Fig. 1: run 1, congestion heat map
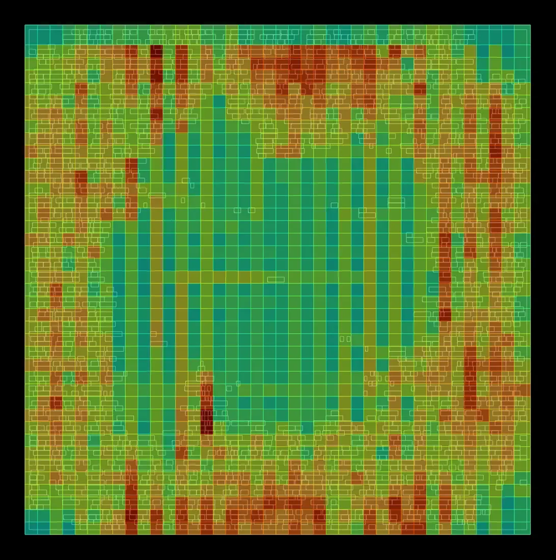
Fig. 2: run 1, M3 wires
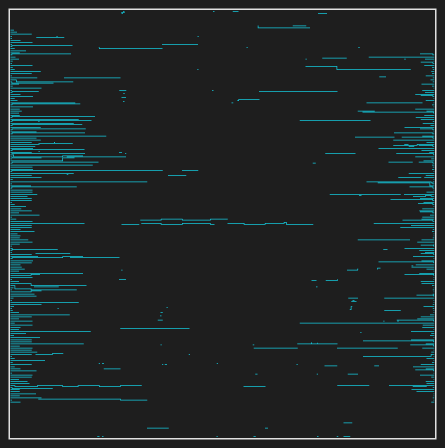
Fig. 3: run 1, I/O nets highlighted
Bar = 100 µm.
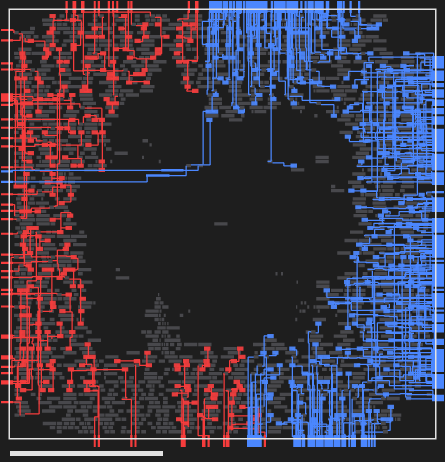
### src/rtl/pmem_burst_adaptor_pkg.sv
// Shared types and helpers for the line-to-burst memory adaptor.
// A 256-bit cache line moves as four 64-bit beats on the burst side.
package pmem_burst_pkg;

  localparam int unsigned BEAT_WIDTH_DEF = 64;
  localparam int unsigned BEATS_DEF      = 4;
  localparam int unsigned LINE_WIDTH     = BEAT_WIDTH_DEF * BEATS_DEF;
  localparam int unsigned CNT_WIDTH      = $clog2(BEATS_DEF);
  localparam int unsigned ADDR_WIDTH     = 32;

  typedef enum logic [1:0] {
    IDLE = 2'd0,
    RD   = 2'd1,
    WR   = 2'd2,
    DONE = 2'd3
  } burst_state_t;

  // Lines are 32 bytes, so the low five address bits carry no information.
  function automatic logic [ADDR_WIDTH-1:0] align_line(input logic [ADDR_WIDTH-1:0] addr);
    return {addr[ADDR_WIDTH-1:5], 5'b0_0000};
  endfunction

endpackage

### src/rtl/pmem_burst_adaptor_beat_counter.sv
// Beat index for the current burst, shared by the read and write paths.
// Clear has priority over increment so the last beat returns it to zero.
module burst_beat_counter
  import pmem_burst_pkg::*;
#(
  parameter int unsigned BEATS = BEATS_DEF,
  parameter int unsigned CW    = CNT_WIDTH
) (
  input  logic          clk,
  input  logic          rst_n,
  input  logic          clr_i,
  input  logic          inc_i,
  output logic [CW-1:0] cnt_o,
  output logic          is_last_o
);

  logic [CW-1:0] cnt_q;
  logic [CW-1:0] cnt_d;

  always_comb begin
    cnt_d = cnt_q;
    if (clr_i) begin
      cnt_d = '0;
    end else if (inc_i) begin
      cnt_d = cnt_q + CW'(1);
    end
  end

  always_ff @(posedge clk or negedge rst_n) begin
    if (!rst_n) begin
      cnt_q <= '0;
    end else begin
      cnt_q <= cnt_d;
    end
  end

  assign cnt_o     = cnt_q;
  assign is_last_o = (cnt_q == CW'(BEATS - 1));

endmodule

### src/rtl/pmem_burst_adaptor.sv
// Splits a cache-line read or write into a fixed burst of BEATS memory beats
// and reassembles read beats into a line with a single-cycle completion pulse.
module pmem_burst_adaptor
  import pmem_burst_pkg::*;
#(
  parameter int unsigned BEAT_WIDTH = BEAT_WIDTH_DEF,
  parameter int unsigned BEATS      = BEATS_DEF
) (
  input  logic                        clk,
  input  logic                        rst_n,
  input  logic [ADDR_WIDTH-1:0]       line_address,
  input  logic                        line_read,
  input  logic                        line_write,
  input  logic [BEAT_WIDTH*BEATS-1:0] line_wdata,
  output logic [BEAT_WIDTH*BEATS-1:0] line_rdata,
  output logic                        line_resp,
  output logic [ADDR_WIDTH-1:0]       burst_address,
  output logic                        burst_read,
  output logic                        burst_write,
  output logic [BEAT_WIDTH-1:0]       burst_wdata,
  input  logic [BEAT_WIDTH-1:0]       burst_rdata,
  input  logic                        burst_resp
);

  localparam int unsigned LW = BEAT_WIDTH * BEATS;
  localparam int unsigned CW = (BEATS > 1) ? $clog2(BEATS) : 1;

  burst_state_t    state_q, state_d;
  logic [ADDR_WIDTH-1:0] addr_q, addr_d;
  logic [LW-1:0]   wline_q, wline_d;
  logic [LW-1:0]   rline_q, rline_d;

  logic [CW-1:0]   cnt;
  logic            cnt_is_last;
  logic            beat_ack;
  logic            cnt_clr;

  // Beats only count while a burst is actually in flight.
  assign beat_ack = burst_resp && ((state_q == RD) || (state_q == WR));
  assign cnt_clr  = beat_ack && cnt_is_last;

  burst_beat_counter #(
    .BEATS (BEATS),
    .CW    (CW)
  ) u_beat_cnt (
    .clk       (clk),
    .rst_n     (rst_n),
    .clr_i     (cnt_clr),
    .inc_i     (beat_ack),
    .cnt_o     (cnt),
    .is_last_o (cnt_is_last)
  );

  always_ff @(posedge clk or negedge rst_n) begin
    if (!rst_n) begin
      state_q <= IDLE;
    end else begin
      state_q <= state_d;
    end
  end

  always_comb begin
    state_d = state_q;
    unique case (state_q)
      IDLE: begin
        if (line_read) begin
          state_d = RD;
        end else if (line_write) begin
          state_d = WR;
        end
      end
      RD:      if (cnt_clr) state_d = DONE;
      WR:      if (cnt_clr) state_d = DONE;
      DONE:    state_d = IDLE;
      default: state_d = IDLE;
    endcase
  end

  always_comb begin
    burst_read  = (state_q == RD);
    burst_write = (state_q == WR);
    line_resp   = (state_q == DONE);
  end

  // Request fields are captured only on acceptance; later input changes are ignored.
  always_comb begin
    addr_d  = addr_q;
    wline_d = wline_q;
    rline_d = rline_q;
    if (state_q == IDLE) begin
      if (line_read || line_write) begin
        addr_d = align_line(line_address);
      end
      if (!line_read && line_write) begin
        wline_d = line_wdata;
      end
    end
    if ((state_q == RD) && burst_resp) begin
      for (int b = 0; b < BEATS; b++) begin
        if (cnt == CW'(b)) begin
          rline_d[b*BEAT_WIDTH +: BEAT_WIDTH] = burst_rdata;
        end
      end
    end
  end

  always_ff @(posedge clk or negedge rst_n) begin
    if (!rst_n) begin
      addr_q  <= '0;
      wline_q <= '0;
      rline_q <= '0;
    end else begin
      addr_q  <= addr_d;
      wline_q <= wline_d;
      rline_q <= rline_d;
    end
  end

  always_comb begin
    burst_wdata = '0;
    for (int b = 0; b < BEATS; b++) begin
      if (cnt == CW'(b)) begin
        burst_wdata = wline_q[b*BEAT_WIDTH +: BEAT_WIDTH];
      end
    end
  end

  assign burst_address = addr_q;
  assign line_rdata    = rline_q;

endmodule

### config.mk
export PLATFORM = sky130hd
export DESIGN_NAME = pmem_burst_adaptor
export DESIGN_NICKNAME = d
export VERILOG_FILES = /design/src/rtl/pmem_burst_adaptor_pkg.sv /design/src/rtl/pmem_burst_adaptor_beat_counter.sv /design/src/rtl/pmem_burst_adaptor.sv
export SDC_FILE = /design/constraint.sdc
export NUM_CORES = 1
export LEC_CHECK = 0
export ABC_CLOCK_PERIOD_IN_PS = 4700
export CORE_AREA = 2 2 276 278
export CTS_BUF_LIST = sky130_fd_sc_hd__clkbuf_4 sky130_fd_sc_hd__clkbuf_8 sky130_fd_sc_hd__clkbuf_16
export DETAILED_ROUTE_END_ITERATION = 8
export DIE_AREA = 0 0 278 280
export GPL_TIMING_DRIVEN = 0
export PLACE_DENSITY = 0.65
export SYNTH_ARGS = -nofsm -noshare
export SYNTH_HDL_FRONTEND = slang
export SYNTH_HIERARCHICAL = 1
export SYNTH_SLANG_ARGS = --single-unit
### constraint.sdc
create_clock -name clk -period 4.7 [get_ports clk]
set_input_delay 1.41 -clock clk [delete_from_list [all_inputs] [get_ports clk]]
set_output_delay 1.41 -clock clk [all_outputs]
set_load 0.05 [all_outputs]
==> qor_table.md, run 1 <==
| Step | Quantity | Value |
|---|---|---|
| power and ir drop | Switching Share | 43.6% |
| synthesis | Chip area in the Yosys report | 21800 µm² |
| cells and area | Combinational share of cell area | 24.0% |
| clock tree | Post-CTS Hold Fix Bufs | 0 |
| synthesis | Number of cells in the yosys synthesis report | 1254 |
| cells and area | Most common logic cell in the routed design | sky130_fd_sc_hd__clkdlybuf4s50_1 |
| grt | First-pass GRT wire length | 102 mm |
| power and ir drop | Peak VDD IR | 508 µV |
| critical path | Highest-delay cell along the critical path | sky130_fd_sc_hd__clkdlybuf4s50_1 |
| cells and area | Area-dominant cell class after layout | registers |
| timing | Remaining max-slew budget at the tightest pin | 40.0% |
| synthesis | Total of warnings raised by yosys | 6 |
| critical path | Biggest fanout along the worst timing path | 10 |
| power and ir drop | Leakage | 13.7 nW |
| critical path | Most frequent cell on the critical path | sky130_fd_sc_hd__buf_4 |
| timing | Final count of negative-setup-slack endpoints | 0 |
| floorplanning | Well tap count | 978 |
| clock tree | TritonCTS clock tree | built |
| cells and area | Total area of sequential cells | 13600 µm² |
| critical path | Buf/Inv on CP | 4 |
| synthesis | Main area contributors | sky130_fd_sc_hd__dfrtp_1 62%, sky130_fd_sc_hd__mux2_2 27%, sky130_fd_sc_hd__mux4_2 6.6% |
| critical path | Critical Path Sink Type | output pin |
| outcome | Status | finished, final reports clean |
| grt | Global-route congestion overflow total | 0 |
| power and ir drop | Sequential fraction of design power | 28.9% |
| power and ir drop | Power density normalized to cell area | 883 nW/µm² |
| timing | Period utilisation layout | 96.8% |
| critical path | Worst R2R Path Depth | 6 |
| critical path | Path length in cells of the critical path | 5 |
| power and ir drop | Power in the clock group | 4.96 mW |
| cells and area | Layout cell share with drive strength beyond 1 | 37.9% |
| cells and area | Number of flip-flops and latches | 543 |
| clock tree | Clock transition at path regs | 0.06 ns |
| routing | Drc violations | 0 |
| timing | Achievable Freq | 220 MHz |
| min path | Worst Hold Endpoint | line_rdata[4] |
| placed design | Inst Count DP | 2942 |
| cells and area | Clock network share of area | 6.56% |
| power and ir drop | Design internal power | 16.1 mW |
| critical path | RR Startpoint | state_q[0] |
| clock tree | Number of buffers created by CTS | 61 |
| cells and area | Fill cell instance count of the final layout | 6679 |
| critical path | Endpoint of the most critical setup path | burst_wdata[19] |
| power and ir drop | Seq group | 8.25 mW |
| clock tree | Number of buffers inserted by post-CTS setup repair | 0 |
| cells and area | Buffer share of cell area | 23.6% |
| cells and area | Comb gate area | 7770 µm² |
| critical path | Ordered cell list for the critical path | buf_2 -> buf_4 -> buf_4 -> mux4_2 -> clkdlybuf4s50_1 |
| timing | Clock period minus final worst setup slack | 4.55 ns |
| critical path | Worst path arrival time | 3.14 ns |
| clock tree | Clock latency on the worst-skew pair | 0.60 ns |
| synthesis | Post-synthesis sequential area ratio | 62.3% |
| power and ir drop | Part of the total power dissipated in combinational logic | 53.7% |
| timing | Fin Clk Skew | 0.0113 ns |
| critical path | R2R Setup Slk | 2.18 ns |
| clock tree | Deepest level of the CTS H-tree | 2 |
| routing | Vias per cell | 4.57 |
| cells and area | Signal buffers | 782 |
| critical path | Setup crit start | u_beat_cnt/cnt_o[0] |
| synthesis | Synthesized area per cell | 17.4 µm² |
| synthesis | Area leader, netlist | sky130_fd_sc_hd__dfrtp_1 |
| grt | Number of global-route vias before repair | 15900 |
| power and ir drop | Combinational group power | 15.3 mW |
| min path | Path category of the worst min-delay check | reg -> reg |
| synthesis | Post-synth EDFFs | 0 |
| grt | Met2 Use GR | 31.1% |
| synthesis | Most common library cells after synthesis | 543 x sky130_fd_sc_hd__dfrtp_1, 529 x sky130_fd_sc_hd__mux2_2, 64 x sky130_fd_sc_hd__mux4_2, 56 x sky130_fd_sc_hd__buf_2, 12 x sky130_fd_sc_hd__mux2_1 |
| critical path | CP peak stage delay | 0.74 ns |
| cells and area | Nets@finish | 2390 |
| synthesis | Area of the mapped netlist | 21800 µm² |
| critical path | Critical path start-end classification | reg -> out |
| cells and area | Count of non-filler cells in the finished layout | 3055 |
| cells and area | Number of clock buffers in the layout | 92 |
| power and ir drop | Final Total Pwr | 28.5 mW |
Back to the opening pictures, Fig. 1:
wire length per cell: 22.7 µm
global route hottest layer: met2
global routing usage on met1: 19.3%

Back to the opening pictures, Fig. 2:
- main direction: horizontal
- share of all routed wire: 8.7%
- longest straight run: 98.7 µm
- nets with wire on the layer: 385
- wire length on this layer: 6030 µm
fraction of met3 tracks used by global routing: 6.30%
total wirelength of the detailed-routed design: 69.2 mm
total via count in the routed design: 14000

Back to the opening pictures, Fig. 3:
- red: burst_rdata (bits 64; direction input; end cells 256; buffers 64; wire 4300 µm)
- blue: line_wdata (bits 256; direction input; end cells 256; buffers 256; wire 12100 µm)
buffers added on ports: 701
number of placed I/O pins: 712

[run 1: logic make-up (layout without fill, tap and decap cells)]
| logic type | count (synthesis) | in the layout | share of synthesized area, % |
|---|---|---|---|
| and+or+nand+nor | 15 | 15 | 0.471 |
| adders and majority gates | 6 | 6 | 0.344 |
| DFF | 543 | 543 | 62.3 |
| buffers and inverters | 79 | 896 | 2.08 |
| xor gates and xnor gates | 1 | 1 | 0.0402 |
| AOI/OAI and AO/OA | 3 | 3 | 0.0861 |
| other | 1 | 7 | 0.0172 |
| muxes | 606 | 606 | 34.6 |
[run 1: routing by layer]
| layer | vias up | share of wire (%) |
|---|---|---|
| met3 | 106 | 8.7 |
| li1 | 6101 | - |
| met2 | 507 | 52 |
| met1 | 7250 | 37 |
| met5 | - | 0.038 |
| met4 | 4 | 2.5 |
==> inputs of run 2 (changes only) <==
--- a/config.mk
+++ b/config.mk
@@ -6,12 +6,14 @@
 export NUM_CORES = 1
 export LEC_CHECK = 0
 export ABC_CLOCK_PERIOD_IN_PS = 4700
-export CORE_AREA = 2 2 276 278
+export CELL_PAD_IN_SITES_DETAIL_PLACEMENT = 0
+export CELL_PAD_IN_SITES_GLOBAL_PLACEMENT = 1
+export CORE_AREA = 2 2 279 281
 export CTS_BUF_LIST = sky130_fd_sc_hd__clkbuf_4 sky130_fd_sc_hd__clkbuf_8 sky130_fd_sc_hd__clkbuf_16
 export DETAILED_ROUTE_END_ITERATION = 8
-export DIE_AREA = 0 0 278 280
+export DIE_AREA = 0 0 281 283
 export GPL_TIMING_DRIVEN = 0
-export PLACE_DENSITY = 0.65
+export PLACE_DENSITY = 0.74
 export SYNTH_ARGS = -nofsm -noshare
 export SYNTH_HDL_FRONTEND = slang
 export SYNTH_HIERARCHICAL = 1
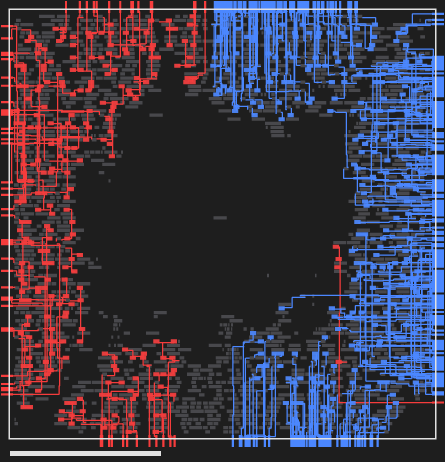
Fig. 4. I/O nets highlighted (run 2).
Bar = 100 µm.
- red: burst_rdata (bits 64; direction input; end cells 256; buffers 64; wire 4560 µm)
- blue: line_wdata (bits 256; direction input; end cells 256; buffers 256; wire 11800 µm)

==> qor_table.md, run 2 <==
| Step | Quantity | Value |
|---|---|---|
| outcome | Status | finished, final reports clean |
| synthesis | Post-synth EDFFs | 0 |
| clock tree | Clock latency on the worst-skew pair | 0.60 ns |
| critical path | Path length in cells of the critical path | 5 |
| routing | Total via count in the routed design | 14000 |
| grt | Global-route congestion overflow total | 0 |
| cells and area | Layout cell share with drive strength beyond 1 | 38.0% |
| min path | Number of cells on the worst hold path | 1 |
| flow run | Count of max-cap constraint violations | 0 |
| synthesis | Main area contributors | sky130_fd_sc_hd__dfrtp_1 62%, sky130_fd_sc_hd__mux2_2 27%, sky130_fd_sc_hd__mux4_2 6.6% |
| critical path | Critical Path Sink Type | output pin |
| critical path | Worst R2R Path Depth | 6 |
| cells and area | Most common logic cell in the routed design | sky130_fd_sc_hd__clkdlybuf4s50_1 |
| clock tree | Number of buffers inserted by post-CTS setup repair | 0 |
| routing | Total wirelength of the detailed-routed design | 69.6 mm |
| cells and area | Nets@finish | 2389 |
| grt | Fraction of met3 tracks used by global routing | 6.06% |
| synthesis | XOR Share, Synth | 0.0402% |
| power and ir drop | Peak VDD IR | 626 µV |
| synthesis | Yosys adder share | 0.344% |
| synthesis | AO/OA Area Share | 0.0861% |
| synthesis | Mux share | 34.6% |
| synthesis | Most common library cells after synthesis | 543 x sky130_fd_sc_hd__dfrtp_1, 529 x sky130_fd_sc_hd__mux2_2, 64 x sky130_fd_sc_hd__mux4_2, 56 x sky130_fd_sc_hd__buf_2, 12 x sky130_fd_sc_hd__mux2_1 |
| timing | Clock period minus final worst setup slack | 4.56 ns |
| min path | Worst Hold Endpoint | line_rdata[13] |
| synthesis | Area leader, netlist | sky130_fd_sc_hd__dfrtp_1 |
| cells and area | Total area of sequential cells | 13600 µm² |
| timing | Final count of negative-setup-slack endpoints | 0 |
| placed design | Weighted congestion reported at the end of routability-driven placement | 0.812 |
| synthesis | Post-synthesis sequential area ratio | 62.3% |
| critical path | Ordered cell list for the critical path | buf_2 -> buf_4 -> buf_4 -> mux4_2 -> clkdlybuf4s50_1 |
| critical path | Highest-delay cell along the critical path | sky130_fd_sc_hd__clkdlybuf4s50_1 |
| synthesis | Number of cells in the yosys synthesis report | 1254 |
| min path | Path category of the worst min-delay check | reg -> reg |
| synthesis | Cell with the most instances after synthesis | sky130_fd_sc_hd__dfrtp_1 |
| synthesis | Total of warnings raised by yosys | 6 |
| power and ir drop | Power density normalized to cell area | 875 nW/µm² |
| timing | Period utilisation layout | 97.1% |
| clock tree | Post-CTS Hold Fix Bufs | 0 |
| grt | Global routing usage on met1 | 18.9% |
| routing | Wire length per cell | 22.3 µm |
| synthesis | Dominant combinational cell family by area after synthesis | multiplexers |
| clock tree | Clock transition at path regs | 0.06 ns |
| timing | Fin Clk Skew | 0.0169 ns |
| synthesis | Area of the mapped netlist | 21800 µm² |
| grt | Number of global-route vias before repair | 16000 |
| grt | First-pass GRT wire length | 103 mm |
| power and ir drop | Leakage | 13.8 nW |
| cells and area | Count of non-filler cells in the finished layout | 3126 |
| synthesis | Chip area in the Yosys report | 21800 µm² |
| critical path | Setup crit start | u_beat_cnt/cnt_o[0] |
| critical path | Endpoint of the most critical setup path | burst_wdata[44] |
| placed design | Buffers added on ports | 701 |
| synthesis | Post-Synth Simple-Gate Area | 0.471% |
| placed design | Detailed-placement wirelength estimate | 52.6 mm |
| cells and area | Fill cell instance count of the final layout | 6916 |
| routing | Vias per cell | 4.47 |
| clock tree | Deepest level of the CTS H-tree | 2 |
| critical path | RR Startpoint | state_q[0] |
| cells and area | Comb gate area | 7770 µm² |
| critical path | Critical path start-end classification | reg -> out |
| floorplanning | Number of placed I/O pins | 712 |
| clock tree | Number of buffers created by CTS | 61 |
| clock tree | TritonCTS clock tree | built |
| critical path | CP peak stage delay | 0.75 ns |
| timing | Remaining max-slew budget at the tightest pin | 48.1% |
| critical path | Biggest fanout along the worst timing path | 10 |
| critical path | Most frequent cell on the critical path | sky130_fd_sc_hd__buf_4 |
| critical path | Worst path arrival time | 3.15 ns |
| power and ir drop | Final Total Pwr | 28.4 mW |
| critical path | R2R Setup Slk | 2.15 ns |
| routing | Drc violations | 0 |
| routing | Antenna viol nets, final | 0 |
| synthesis | Synthesized area per cell | 17.4 µm² |
| timing | Achievable Freq | 219 MHz |
[run 2: cell counts after synthesis]
No cell type changed its count.
[run 2: layout make-up]
class | instances | area share [%]
Clock buffer | 98 | 6.02
Tap cell | 1040 | 4.01
Antenna cell | 10 | 0.0772
Timing Repair Buffer | 705 | 22.1
Buffer | 76 | 1.38
Clock inverter | 15 | 0.459
Multi-Input combinational cell | 636 | 24.0
Sequential cell | 543 | 41.9
Inverter | 3 | 0.0347
[run 2: power by group]
group	internal (mW)	switching, mW	leakage (nW)
combinational	5.99	9.22	6.20
clock	2.94	1.93	1.06
sequential	7.01	1.27	6.58
total	15.9	12.4	13.8
[run 2: layer usage]
metal,share of wire (%),up-vias,wire length (µm)
met4,2.7,12,1880
met2,51,511,35700
li1,-,6114,-
met3,8.9,120,6200
met1,37,7216,25800
met5,0.13,-,90
Power is estimated from default activity; no workload was simulated.
